==> config.mk <==
export PLATFORM = sky130hd
export DESIGN_NAME = sbox_layer_sequencer
export DESIGN_NICKNAME = d
export VERILOG_FILES = /design/src/rtl/sbox_layer_sequencer.sv
export SDC_FILE = /design/constraint.sdc
export NUM_CORES = 1
export LEC_CHECK = 0
export ABC_CLOCK_PERIOD_IN_PS = 4100
export CAP_MARGIN = 40
export CORE_UTILIZATION = 56
export CTS_BUF_LIST = sky130_fd_sc_hd__clkbuf_4 sky130_fd_sc_hd__clkbuf_8
export DETAILED_ROUTE_END_ITERATION = 12
export GPL_TIMING_DRIVEN = 1
export PLACE_DENSITY = 0.84
export SLEW_MARGIN = 15
export SYNTH_ARGS = -nofsm -noshare
export SYNTH_HDL_FRONTEND = slang
export SYNTH_SLANG_ARGS = --single-unit
==> constraint.sdc <==
create_clock -name clk -period 4.1 [get_ports clk]
set_input_delay 0.41 -clock clk [delete_from_list [all_inputs] [get_ports clk]]
set_output_delay 0.41 -clock clk [all_outputs]
set_load 0.05 [all_outputs]
==> src/rtl/sbox_layer_sequencer.sv <==
// Serialises a wide state word through one shared 6-bit S-box, one cell per cycle, LSB cell first.
// Supports a combinational S-box (SBOX_LAT=0) or one with a single output register (SBOX_LAT=1).
module sbox_layer_sequencer #(
    parameter int NCELLS   = 6,
    parameter int SBOX_LAT = 0
) (
    input  logic                  clk,
    input  logic                  rst_n,
    input  logic                  in_valid,
    output logic                  in_ready,
    input  logic [6*NCELLS-1:0]   in_data,
    output logic                  out_valid,
    input  logic                  out_ready,
    output logic [6*NCELLS-1:0]   out_data,
    output logic [5:0]            sbox_x,
    output logic                  sbox_en,
    input  logic [5:0]            sbox_y,
    output logic                  busy
);

    localparam int W  = 6 * NCELLS;
    localparam int CW = (NCELLS > 1) ? $clog2(NCELLS) : 1;
    localparam logic [CW-1:0] LAST = CW'(NCELLS - 1);

    typedef enum logic [1:0] {
        IDLE,
        RUN,
        DRAIN,
        DONE
    } state_t;

    state_t         fsm;
    logic [W-1:0]   state;
    logic [CW-1:0]  ic;
    logic [CW-1:0]  wc;
    logic           pend;
    logic [CW-1:0]  ic_next;

    assign ic_next = ic + CW'(1);

    // sbox_x is registered one cycle ahead, so the next cell is fetched from state while the current one is in flight
    always_ff @(posedge clk or negedge rst_n) begin
        if (!rst_n) begin
            fsm       <= IDLE;
            state     <= '0;
            ic        <= '0;
            wc        <= '0;
            pend      <= 1'b0;
            in_ready  <= 1'b0;
            out_valid <= 1'b0;
            out_data  <= '0;
            sbox_x    <= '0;
            sbox_en   <= 1'b0;
            busy      <= 1'b0;
        end else begin
            case (fsm)
                IDLE: begin
                    in_ready <= 1'b1;
                    if (in_valid && in_ready) begin
                        state    <= in_data;
                        ic       <= '0;
                        wc       <= '0;
                        pend     <= 1'b0;
                        sbox_en  <= 1'b1;
                        sbox_x   <= in_data[5:0];
                        busy     <= 1'b1;
                        in_ready <= 1'b0;
                        fsm      <= RUN;
                    end
                end

                RUN: begin
                    if (SBOX_LAT == 0) begin
                        state[6*ic +: 6]    <= sbox_y;
                        out_data[6*ic +: 6] <= sbox_y;
                    end else begin
                        if (pend) begin
                            state[6*wc +: 6]    <= sbox_y;
                            out_data[6*wc +: 6] <= sbox_y;
                        end
                        pend <= 1'b1;
                        wc   <= ic;
                    end

                    if (ic == LAST) begin
                        sbox_en <= 1'b0;
                        sbox_x  <= '0;
                        if (SBOX_LAT == 0) begin
                            busy      <= 1'b0;
                            out_valid <= 1'b1;
                            fsm       <= DONE;
                        end else begin
                            fsm <= DRAIN;
                        end
                    end else begin
                        ic     <= ic_next;
                        sbox_x <= state[6*ic_next +: 6];
                    end
                end

                DRAIN: begin
                    state[6*wc +: 6]    <= sbox_y;
                    out_data[6*wc +: 6] <= sbox_y;
                    pend      <= 1'b0;
                    busy      <= 1'b0;
                    out_valid <= 1'b1;
                    fsm       <= DONE;
                end

                DONE: begin
                    if (out_ready) begin
                        out_valid <= 1'b0;
                        in_ready  <= 1'b1;
                        fsm       <= IDLE;
                    end
                end

                default: fsm <= IDLE;
            endcase
        end
    end

endmodule

Figure 1. Routing congestion (run 1).
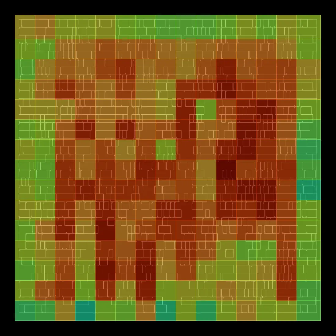
GRT met3 Usage: 6.24%
Post-Route Utilization: 68.8%

Figure 2. Placed cells, one colour a class (run 1).
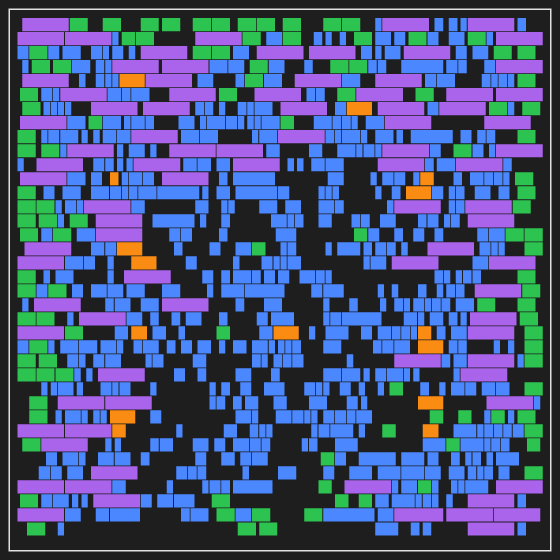
Key: purple = sequential cells [cells 87]; orange = clock drivers and dummy loads [cells 15]; green = remaining buffers and delay cells [cells 108]; blue = remaining logic cells [cells 545]

Figure 3. Sizing map (run 1).
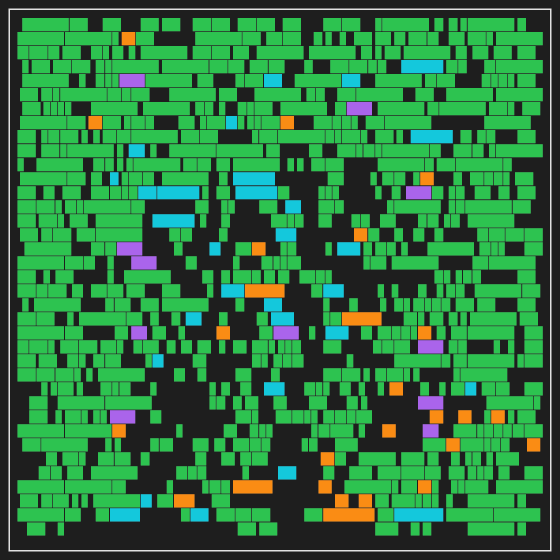
Key: green = x1 and smaller [cells 688, share 91%]; purple = x6 and larger [cells 11, share 1.5%]; orange = x3 and x4 [cells 26, share 3.4%]; cyan = x2 [cells 30, share 4.0%]

Figure 4. Wire density map (run 1).
The bar under the picture is 20 µm long. The die is cut into 21 by 21 equal tiles; dark blue is low, red is high, scaled to the fullest tile. Values are wire area over tile area, all layers added.
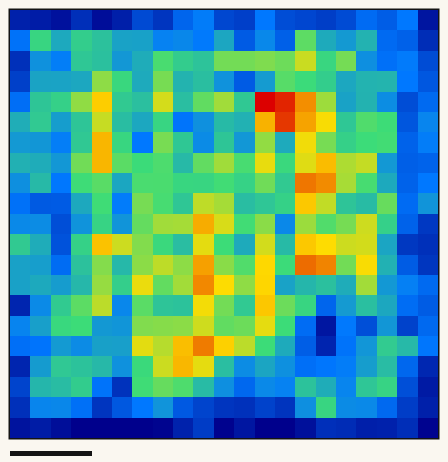
The emptiest ninth of the die: south-east. 2.0% of the tiles are nearly empty. The densest ninth of the die: centre. The fullest tile reaches 0.78. The mean over all tiles is 0.31. 30% of the tiles are over half the peak.
Global Route Usage Sum: 38.5%
average wire per standard cell: 23.2 µm
final routed wirelength across all metal layers: 20.6 mm

==> out/qor.log, run 1 <==
qor: setup_path.cp_slowest_cell ha_1
qor: setup_path.reg2regPathDepth 11
qor: die.fp_util 57.6%
qor: setup_path.critPathCapture state[6]
qor: die.die_width 105 µm
qor: clocking.clock_path_buffers 2
qor: placed_design.placedCellCount 876
qor: sta.fin_tns_setup 0 ns
qor: setup_path.critical_path_required 4.37 ns
qor: die.floorplan.die_area 11000 µm²
qor: sta.min_period_over_period 90.7%
qor: logic_synthesis.synth-area-yosys 5920 µm²
qor: placed_design.port_buffers 91
qor: detailed_routing.drt-vias-per-instance 6.72
qor: clocking.number_of_setup_buffers_added_after_cts 0
qor: final_layout.layout.cells.non_filler 891
qor: logic_synthesis.synth.distinct_cells 76
qor: logic_synthesis.yosysCellCount 678
qor: job.openroad.warnings 36
qor: placed_design.gp_congestion 0.991
qor: logic_synthesis.ys_ff 87
qor: setup_path.critical_path_peak_fanout 17
qor: clocking.insertion_delay 0.38 ns
qor: clocking.tritoncts built
qor: setup_path.cp_capture_type flop
qor: logic_synthesis.yosys-top-cells-count nand2_1 (94), dfrtp_1 (87), nor2_1 (42)
qor: logic_synthesis.yosysSeqAreaShare 36.8%
qor: die.num_rows 37
qor: sta.hold_violations 0
qor: global_route.grt_util_met1 50.6%
qor: sta.whs 0.0741 ns
qor: run_status.run_status finished, final reports clean
qor: clocking.tritoncts_num_sinks 87
qor: setup_path.cp_launch_type flop
qor: logic_synthesis.post-synth-top-area-cell dfrtp_1
[run 1: cell families after synthesis]
kind of cell / Yosys count
fa+ha+maj: 14
xor+xnor: 8
compound gates: 208
mux: 27
buf+inv: 79
simple gates: 255
flops: 87
[run 1: layout make-up]
type                       count  area, µm²
fill                         846       3210
multi-input combinational    512       3390
tap                          136        170
clock buffer                   9        124
clock inverter                 6       45.0
sequential                    87       2180
inverter                      33        124
timing repair buffer         108       1040
==> run 2, diff against run 1 <==
--- a/config.mk
+++ b/config.mk
@@ -6,7 +6,7 @@
 export NUM_CORES = 1
 export LEC_CHECK = 0
 export ABC_CLOCK_PERIOD_IN_PS = 4100
-export CAP_MARGIN = 40
+export CAP_MARGIN = 20
 export CORE_UTILIZATION = 56
 export CTS_BUF_LIST = sky130_fd_sc_hd__clkbuf_4 sky130_fd_sc_hd__clkbuf_8
 export DETAILED_ROUTE_END_ITERATION = 12
==> run 2 against run 1 <==
Net effect:
- cell count fell by 0.11%
- core utilization about the same
- clock skew hardly changed
- fmax rose by 0.55%
- sequential cell count unchanged
- highest routed layer unchanged
==> out/qor.log, run 2 <==
qor: sta.fin_tns_setup 0 ns [unchanged]
qor: detailed_routing.drt-vias-per-instance 6.69 [was 6.72]
qor: clocking.tritoncts_num_sinks 87 [unchanged]
qor: logic_synthesis.synth.distinct_cells 76 [unchanged]
qor: final_layout.seq_cell_count 87 [unchanged]
qor: final_layout.layout.cells.non_filler 890 [was 891]
qor: min_path.hold_class in -> async [unchanged]
qor: die.num_rows 37 [unchanged]
qor: setup_path.critPathCapture state[31] [was state[6]]
qor: clocking.clock_path_buffers 2 [unchanged]
qor: setup_path.r2r_end state[31] [was state[6]]
qor: run_status.run_status finished, final reports clean [unchanged]
qor: die.die_width 105 µm [unchanged]
qor: final_layout.clock_tree_area_fraction 2.58% [was 2.39%]
qor: logic_synthesis.yosys-top-cells-count nand2_1 (94), dfrtp_1 (87), nor2_1 (42) [unchanged]
qor: final_layout.sequential_cell_area_share 30.8% [about the same]
qor: final_layout.inv_count 33 [unchanged]
qor: die.floorplan.die_area 11000 µm² [unchanged]
qor: final_layout.comb_area_share 48.0% [about the same]
qor: final_layout.layout.area.top_class combinational gates [unchanged]
qor: placed_design.port_buffers 91 [unchanged]
qor: setup_path.reg2regPathDepth 11 [unchanged]
qor: final_layout.multi_input_comb_area 3400 µm² [was 3390 µm²]
qor: sta.min_period_over_period 90.3% [was 90.7%]
qor: logic_synthesis.yosysSeqAreaShare 36.8% [unchanged]
qor: setup_path.cp_capture_type flop [unchanged]
qor: setup_path.cp_launch_type flop [unchanged]
qor: placed_design.place_area 6880 µm² [was 6900 µm²]
qor: final_layout.final_core_utilization 68.8% [about the same]
qor: global_route.grt_util_met1 50.3% [was 50.6%]
qor: setup_path.critical_path_peak_fanout 17 [unchanged]
qor: logic_synthesis.post-synth-top-area-cell dfrtp_1 [unchanged]
qor: final_layout.regArea 2180 µm² [unchanged]
qor: final_layout.areaGrowthSynthToFinish 19.4% [was 19.3%]
qor: sta.whs 0.0734 ns [was 0.0741 ns]
qor: placed_design.placedCellCount 873 [was 876]
qor: clocking.number_of_setup_buffers_added_after_cts 0 [unchanged]
qor: clocking.insertion_delay 0.38 ns [about the same]
qor: setup_path.critical_path_required 4.37 ns [about the same]
qor: final_layout.num-nonclk-buffers 106 [was 108]
qor: job.openroad.warnings 36 [unchanged]
qor: logic_synthesis.yosysCellCount 678 [unchanged]
qor: die.taps 136 [unchanged]
qor: final_layout.most_common_cell_after_layout_fill_and_taps_aside nand2_1 [unchanged]
qor: final_layout.non_clock_buffering_overhead_in_the_final_layout 14.4% [was 14.7%]
qor: logic_synthesis.synth-area-yosys 5920 µm² [unchanged]
qor: placed_design.gp_congestion 0.991 [unchanged]
qor: die.fp_util 57.6% [unchanged]
qor: detailed_routing.route.met2.wl 9.92 mm [was 9.73 mm]
qor: final_layout.nFillCells 847 [was 846]
qor: clocking.tritoncts built [unchanged]
-- run 2: cell counts after synthesis --
No cell type changed its count.
-- run 2: cells by family (layout without fill, tap and decap cells) --
group | Yosys count | after routing | synth area share [%]
buf+inv | 79 | 155 | 5.98
flops | 87 | 87 | 36.8
fa+ha+maj | 14 | 14 | 3.08
compound gates | 208 | 208 | 25.6
xor+xnor | 8 | 8 | 1.63
simple gates | 255 | 255 | 21.1
mux | 27 | 27 | 5.87
-- run 2: critical path: stages, from the launching register on --
cell      delay [ns]
dfrtp_1         0.48
ha_1            0.30
fa_1            0.49
xnor2_4         0.18
and2_1          0.14
ha_1            0.69
nand2b_1        0.26
nor4_1          0.27
or3_1           0.31
o21ai_1         0.13
a222oi_1        0.26
inv_1           0.07
Figure 5. Placement density heat map (run 2).
The bar under the picture is 20 µm long. The die is cut into 10 by 10 equal tiles; dark blue is low, red is high, 0 to 100% covered.
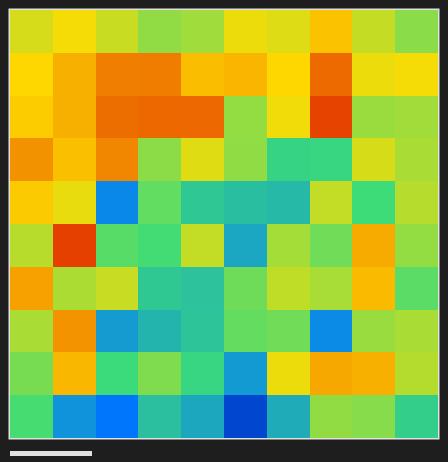
The emptiest ninth of the die: south. 27% of the tiles are over 75% full. The fullest tile reaches 93%.

Figure 6. Wire density map (run 2).
The bar under the picture is 20 µm long. The die is cut into 21 by 21 equal tiles; dark blue is low, red is high, scaled to the fullest tile. Values are wire area over tile area, all layers added.
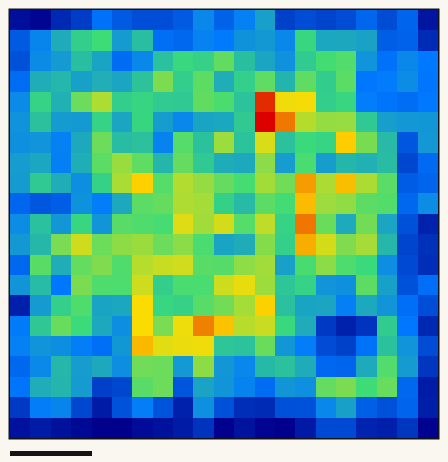
Global Route Usage Sum: 38.7%
via count: 5950
final routed wirelength across all metal layers: 20.7 mm
average wire per standard cell: 23.3 µm

